Supply network:
The bar under the picture is 20 um long. Pins as bars on the die edge.
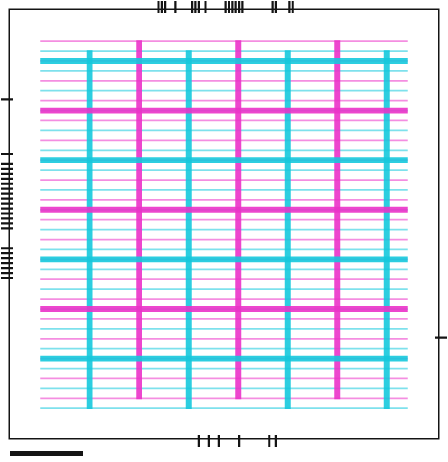
Cells colored by class:
The bar under the picture is 20 um long.
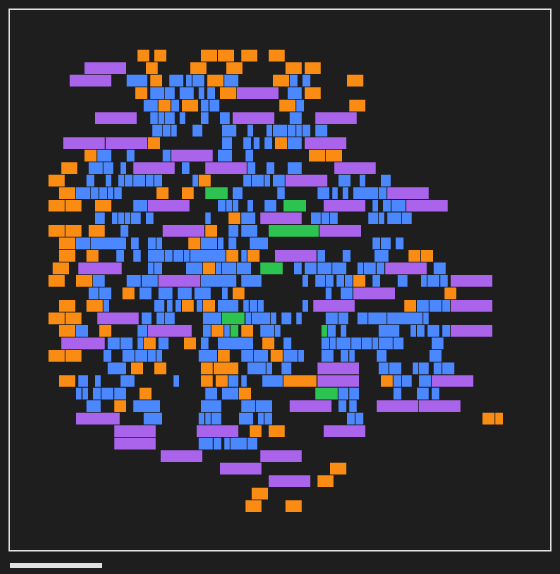
==> config.mk <==
export PLATFORM = sky130hd
export DESIGN_NAME = countdown_timer
export DESIGN_NICKNAME = d
export VERILOG_FILES = /design/src/rtl/countdown_timer.sv
export SDC_FILE = /design/constraint.sdc
export NUM_CORES = 1
export LEC_CHECK = 0
export ABC_CLOCK_PERIOD_IN_PS = 2700
export CORE_MARGIN = 8
export CORE_UTILIZATION = 30
export CTS_CLUSTER_SIZE = 16
export DETAILED_ROUTE_END_ITERATION = 10
export GPL_ROUTABILITY_DRIVEN = 0
export MAX_ROUTING_LAYER = met4
export PLACE_DENSITY = 0.6
export SETUP_SLACK_MARGIN = 0.4
export SYNTH_ARGS = -nofsm -noshare
export SYNTH_HDL_FRONTEND = slang
export SYNTH_SLANG_ARGS = --single-unit
export TNS_END_PERCENT = 10
==> constraint.sdc <==
create_clock -name clock -period 2.7 [get_ports clock]
set_input_delay 0.81 -clock clock [delete_from_list [all_inputs] [get_ports clock]]
set_output_delay 0.81 -clock clock [all_outputs]
set_load 0.005 [all_outputs]
==> src/rtl/countdown_timer.sv <==
// MM:SS.hh BCD countdown timer. A prescaler divides the clock into 10 ms ticks.
// Each tick decrements the six-digit BCD value through a borrow chain.

module countdown_digit #(
  parameter logic [3:0] MAX = 4'd9
) (
  input  logic [3:0] val_i,
  input  logic       borrow_i,
  input  logic [3:0] preset_i,
  output logic [3:0] dec_o,
  output logic       borrow_o,
  output logic [3:0] sat_o
);
  always_comb begin
    dec_o    = val_i;
    borrow_o = 1'b0;
    if (borrow_i) begin
      if (val_i == 4'd0) begin
        dec_o    = MAX;
        borrow_o = 1'b1;
      end else begin
        dec_o = val_i - 4'd1;
      end
    end
  end

  assign sat_o = (preset_i > MAX) ? MAX : preset_i;
endmodule

module countdown_timer #(
  parameter int unsigned DELAY = 500000
) (
  input  logic       clock,
  input  logic       reset_n,
  input  logic       load,
  input  logic       start,
  input  logic       stop,
  input  logic [3:0] preset_min_higher,
  input  logic [3:0] preset_min_lower,
  input  logic [3:0] preset_s_higher,
  input  logic [3:0] preset_s_lower,
  output logic [3:0] min_higher,
  output logic [3:0] min_lower,
  output logic [3:0] s_higher,
  output logic [3:0] s_lower,
  output logic [3:0] ms_higher,
  output logic [3:0] ms_lower,
  output logic       running,
  output logic       done,
  output logic       expired
);
  localparam int unsigned    NUM_DIG = 6;
  localparam int unsigned    PW      = $clog2(DELAY);
  localparam logic [PW-1:0]  LAST    = PW'(DELAY - 1);

  typedef enum logic [1:0] {S_IDLE, S_RUN, S_PAUSE, S_EXP} state_t;

  state_t                         state_q, state_d;
  logic [NUM_DIG-1:0][3:0]        dig_q, dig_d, dig_dec, dig_sat, preset;
  logic [NUM_DIG:0]               borrow;
  logic [PW-1:0]                  presc_q, presc_d;
  logic                           done_q, done_d;
  logic                           running_q, expired_q;
  logic                           tick, is_zero, dec_zero;

  // Digit 0 is hundredths; the ms digits always load as zero.
  assign preset    = {preset_min_higher, preset_min_lower,
                      preset_s_higher, preset_s_lower, 8'h00};
  assign borrow[0] = 1'b1;

  for (genvar i = 0; i < NUM_DIG; i++) begin : g_dig
    localparam logic [3:0] DMAX = (i == 3 || i == 5) ? 4'd5 : 4'd9;
    countdown_digit #(.MAX(DMAX)) u_dig (
      .val_i    (dig_q[i]),
      .borrow_i (borrow[i]),
      .preset_i (preset[i]),
      .dec_o    (dig_dec[i]),
      .borrow_o (borrow[i+1]),
      .sat_o    (dig_sat[i])
    );
  end

  // A borrow out of the top digit means every digit is zero.
  assign is_zero  = borrow[NUM_DIG];
  assign dec_zero = (dig_dec == '0);
  assign tick     = (presc_q == LAST);

  always_comb begin
    state_d = state_q;
    dig_d   = dig_q;
    presc_d = presc_q;
    done_d  = 1'b0;
    unique case (state_q)
      S_IDLE, S_PAUSE: begin
        if (load) begin
          dig_d   = dig_sat;
          presc_d = '0;
          state_d = S_IDLE;
        end else if (start && !stop && !is_zero) begin
          presc_d = '0;
          state_d = S_RUN;
        end
      end
      S_RUN: begin
        // The expiring tick beats a simultaneous stop.
        if (tick && dec_zero) begin
          dig_d   = dig_dec;
          presc_d = '0;
          done_d  = 1'b1;
          state_d = S_EXP;
        end else if (stop) begin
          state_d = S_PAUSE;
        end else if (tick) begin
          dig_d   = dig_dec;
          presc_d = '0;
        end else begin
          presc_d = presc_q + PW'(1);
        end
      end
      S_EXP: begin
        if (load) begin
          dig_d   = dig_sat;
          presc_d = '0;
          state_d = S_IDLE;
        end
      end
      default: state_d = S_IDLE;
    endcase
  end

  always_ff @(posedge clock or negedge reset_n) begin
    if (!reset_n) begin
      state_q   <= S_IDLE;
      dig_q     <= '0;
      presc_q   <= '0;
      done_q    <= 1'b0;
      running_q <= 1'b0;
      expired_q <= 1'b0;
    end else begin
      state_q   <= state_d;
      dig_q     <= dig_d;
      presc_q   <= presc_d;
      done_q    <= done_d;
      running_q <= (state_d == S_RUN);
      expired_q <= (state_d == S_EXP);
    end
  end

  assign min_higher = dig_q[5];
  assign min_lower  = dig_q[4];
  assign s_higher   = dig_q[3];
  assign s_lower    = dig_q[2];
  assign ms_higher  = dig_q[1];
  assign ms_lower   = dig_q[0];
  assign running    = running_q;
  assign done       = done_q;
  assign expired    = expired_q;
endmodule

==> results_dict.tcl <==
# flow metrics
set metrics [dict create \
    endpoint "ms_lower[3]$_DFFE_PN0P_" \
    final_area_sq_mm 0.00425 \
    lay_top_count "buf_4" \
    place_ws_ns 0.00779 \
    tightest_slew_ns 0.611 \
    edf_count 0 \
    timing.hold.ws_ns 0.515 \
    ys_seq_share 0.390 \
    cts_buffer_depth 2 \
    xor_share 0 \
    post_cts_buffers 4 \
    cp_data_arrival_time_ns 2.74 \
    synthTopLogicFamily "simple AND/OR/NAND/NOR gates" \
    diodes 0 \
    fp_util 0.304 \
    dr_total_vias 3216 \
    syn-cell-area_sq_mm 0.00308 \
    yosysUniqueCellTypes 62 \
    mostFrequentLayoutCells "buf_4, clkdlybuf4s50_1, dfrtp_1" \
    synth_cells 360 \
    max_stage_delay_ns 0.46 \
    drv_cap 0 \
    cp_common_cell "buf_4" \
    reg2reg_slack_ns 0.20 \
    ys_ff 48 \
    top_area_frac 0.390 \
    wl_um 9840 \
    viasPerCell 5.53 \
    critPathCaptureType "flop" \
    final.setup.tns_ns 0 \
    fp_nets 382 \
    final_antenna_net_count 0 \
    timing.final.ws_setup_ns 0.198 \
    drt_iter0_drc 259 \
    finalPower_w 0.00191 \
    root_buffer "clkbuf_8" \
    synthAdderAreaFrac 0.00406 \
    clk_latency_ns 0.31 \
    cpMaxStageDelayCell "dfrtp_2" \
    placed_cell_area_sq_mm 0.00401 \
    grt_setup_unrepaired "yes" \
    ios 48 \
    ys_cells 360 \
    timing.rr.start "s_higher[0]$_DFFE_PN0P_" \
    critPathKind "flop to flop" \
    clock_sinks 48 \
    ys_sh_aoi 0.264 \
    gr-total-overflow 0 \
    post_drt_wl_per_cell_um 16.9 \
    syn_to_final_growth_pct 37.9 \
    top_cell "dfrtp_1" \
    common_cells "dfrtp_1, nand2_1, nor2_1" \
    muxShareOfSynthArea 0.00325 \
    grt_first_pass_wirelength_um 16500 \
    syn_avg_cell_area_sq_um 8.56 \
    reg2reg_to "ms_lower[3]$_DFFE_PN0P_" \
    hold_viol 0 \
    status "finished, final reports clean" \
    period_needed_ns 2.50 \
    drive_above_1_share 0.220 \
    dr.pass1.iters 4 \
    ys_sh_simple 0.298 \
    ys_area_sq_mm 0.00308 \
    antenna_found_initial 0 \
    dp.cells 568 \
    grt_usage 0.146 \
    drcViolationCount 0 \
    cts_tree "done" \
    finalClockSkew_ns 0.0128 \
    yosys_warnings 0 \
    finalCritPeriodShare 0.927 \
    clkTransAtPathRegs_ns 0.10 \
    grt_pass1_vias 3199 \
    numCtsBuffers 5 \
    slew_viol_final 0 \
    path_buffers 2 \
    path_max_fanout 7 \
    htree_levels 2 \
    setup_viol 0 \
    fill_cells 988 \
    rows 37 \
    path_cells "nor4_4 > nand4_2 > buf_4 > o31ai_1 > o32a_1 > buf_4 > nand4_4 > or4_4 > a21oi_2" \
    crit_required_ns 2.94 \
    synth_area_leader_cell "dfrtp_1" \
    ctsResizeCount 17 \
    top_cells_by_area "dfrtp_1, nand2_1, o31ai_1" \
    crit_family "simple AND/OR/NAND/NOR gates" \
    final_cell_count_no_fill 582 \
    dpl.hpwl_um 7420 \
    final_core_util 0.419 \
]
-- 'supply network' (at the start) --
- magenta: VDD
- cyan: VSS
- met4 straps: 7
- met1 rails: 38
- rows: 37
- signal pins: 48
Max IR drop VDD: 0.230 mV
core area: 0.0101 sq mm
DIE HEIGHT: 117 um
Die Span X: 117 um

-- 'cells colored by class' (at the start) --
- orange: other buffers and delay cells (cells 96)
- blue: combinational and other logic (cells 294)
- green: clock drivers and dummy loads (cells 8)
- purple: flops (cells 48)

## registers in the layout, summed over array words and instances, names as in the netlist
register    count
state_q         2
s_higher        4
expired         1
done            1
min_higher      4
ms_higher       4
presc_q        19
ms_lower        4
running         1
min_lower       4
s_lower         4
## worst min path at each step
| stage | slack, ns | startpoint | to | cells after the start |
|---|---|---|---|---|
| finish | 0.51 | presc_q[1]$_DFFE_PN0P_ | presc_q[1]$_DFFE_PN0P_ | 2 |
| global route | 0.54 | presc_q[0]$_DFFE_PN0P_ | presc_q[0]$_DFFE_PN0P_ | 1 |
| CTS | 0.52 | presc_q[0]$_DFFE_PN0P_ | presc_q[0]$_DFFE_PN0P_ | 1 |
| detailed placement | 0.50 | presc_q[1]$_DFFE_PN0P_ | presc_q[1]$_DFFE_PN0P_ | 2 |
| global placement | 0.49 | presc_q[1]$_DFFE_PN0P_ | presc_q[1]$_DFFE_PN0P_ | 2 |
| floorplan | 0.47 | presc_q[1]$_DFFE_PN0P_ | presc_q[1]$_DFFE_PN0P_ | 2 |
## power by group
group          switching (W)  internal [W]  total, W  leakage [nW]
sequential         0.0000662      0.000764  0.000830         0.634
clock               0.000249      0.000275  0.000524        0.0552
combinational       0.000284      0.000272  0.000556         0.959
## cell type report
type                       instances  area [sq um]  area share
multi-input combinational        284          1870       0.441
sequential                        48          1210       0.284
timing repair buffer              96           853       0.201
tap                              136           170      0.0400
clock buffer                       6          72.6      0.0171
inverter                          10          37.5     0.00883
clock inverter                     2          35.0     0.00824
## metal layers
metal	up-vias	GRT usage	routed length, um
li1	1550	-	-
met1	1570	0.186	4610
met2	86	0.234	4790
met3	10	0.0197	328
met4	0	0.0454	113
met5	-	-	0
## tightest hold or removal path, stage by stage, from the launching register on
cell	delay, ns
dfrtp_1	0.37
nand2_1	0.06
o31ai_1	0.05
Power is estimated from default activity; no workload was simulated.
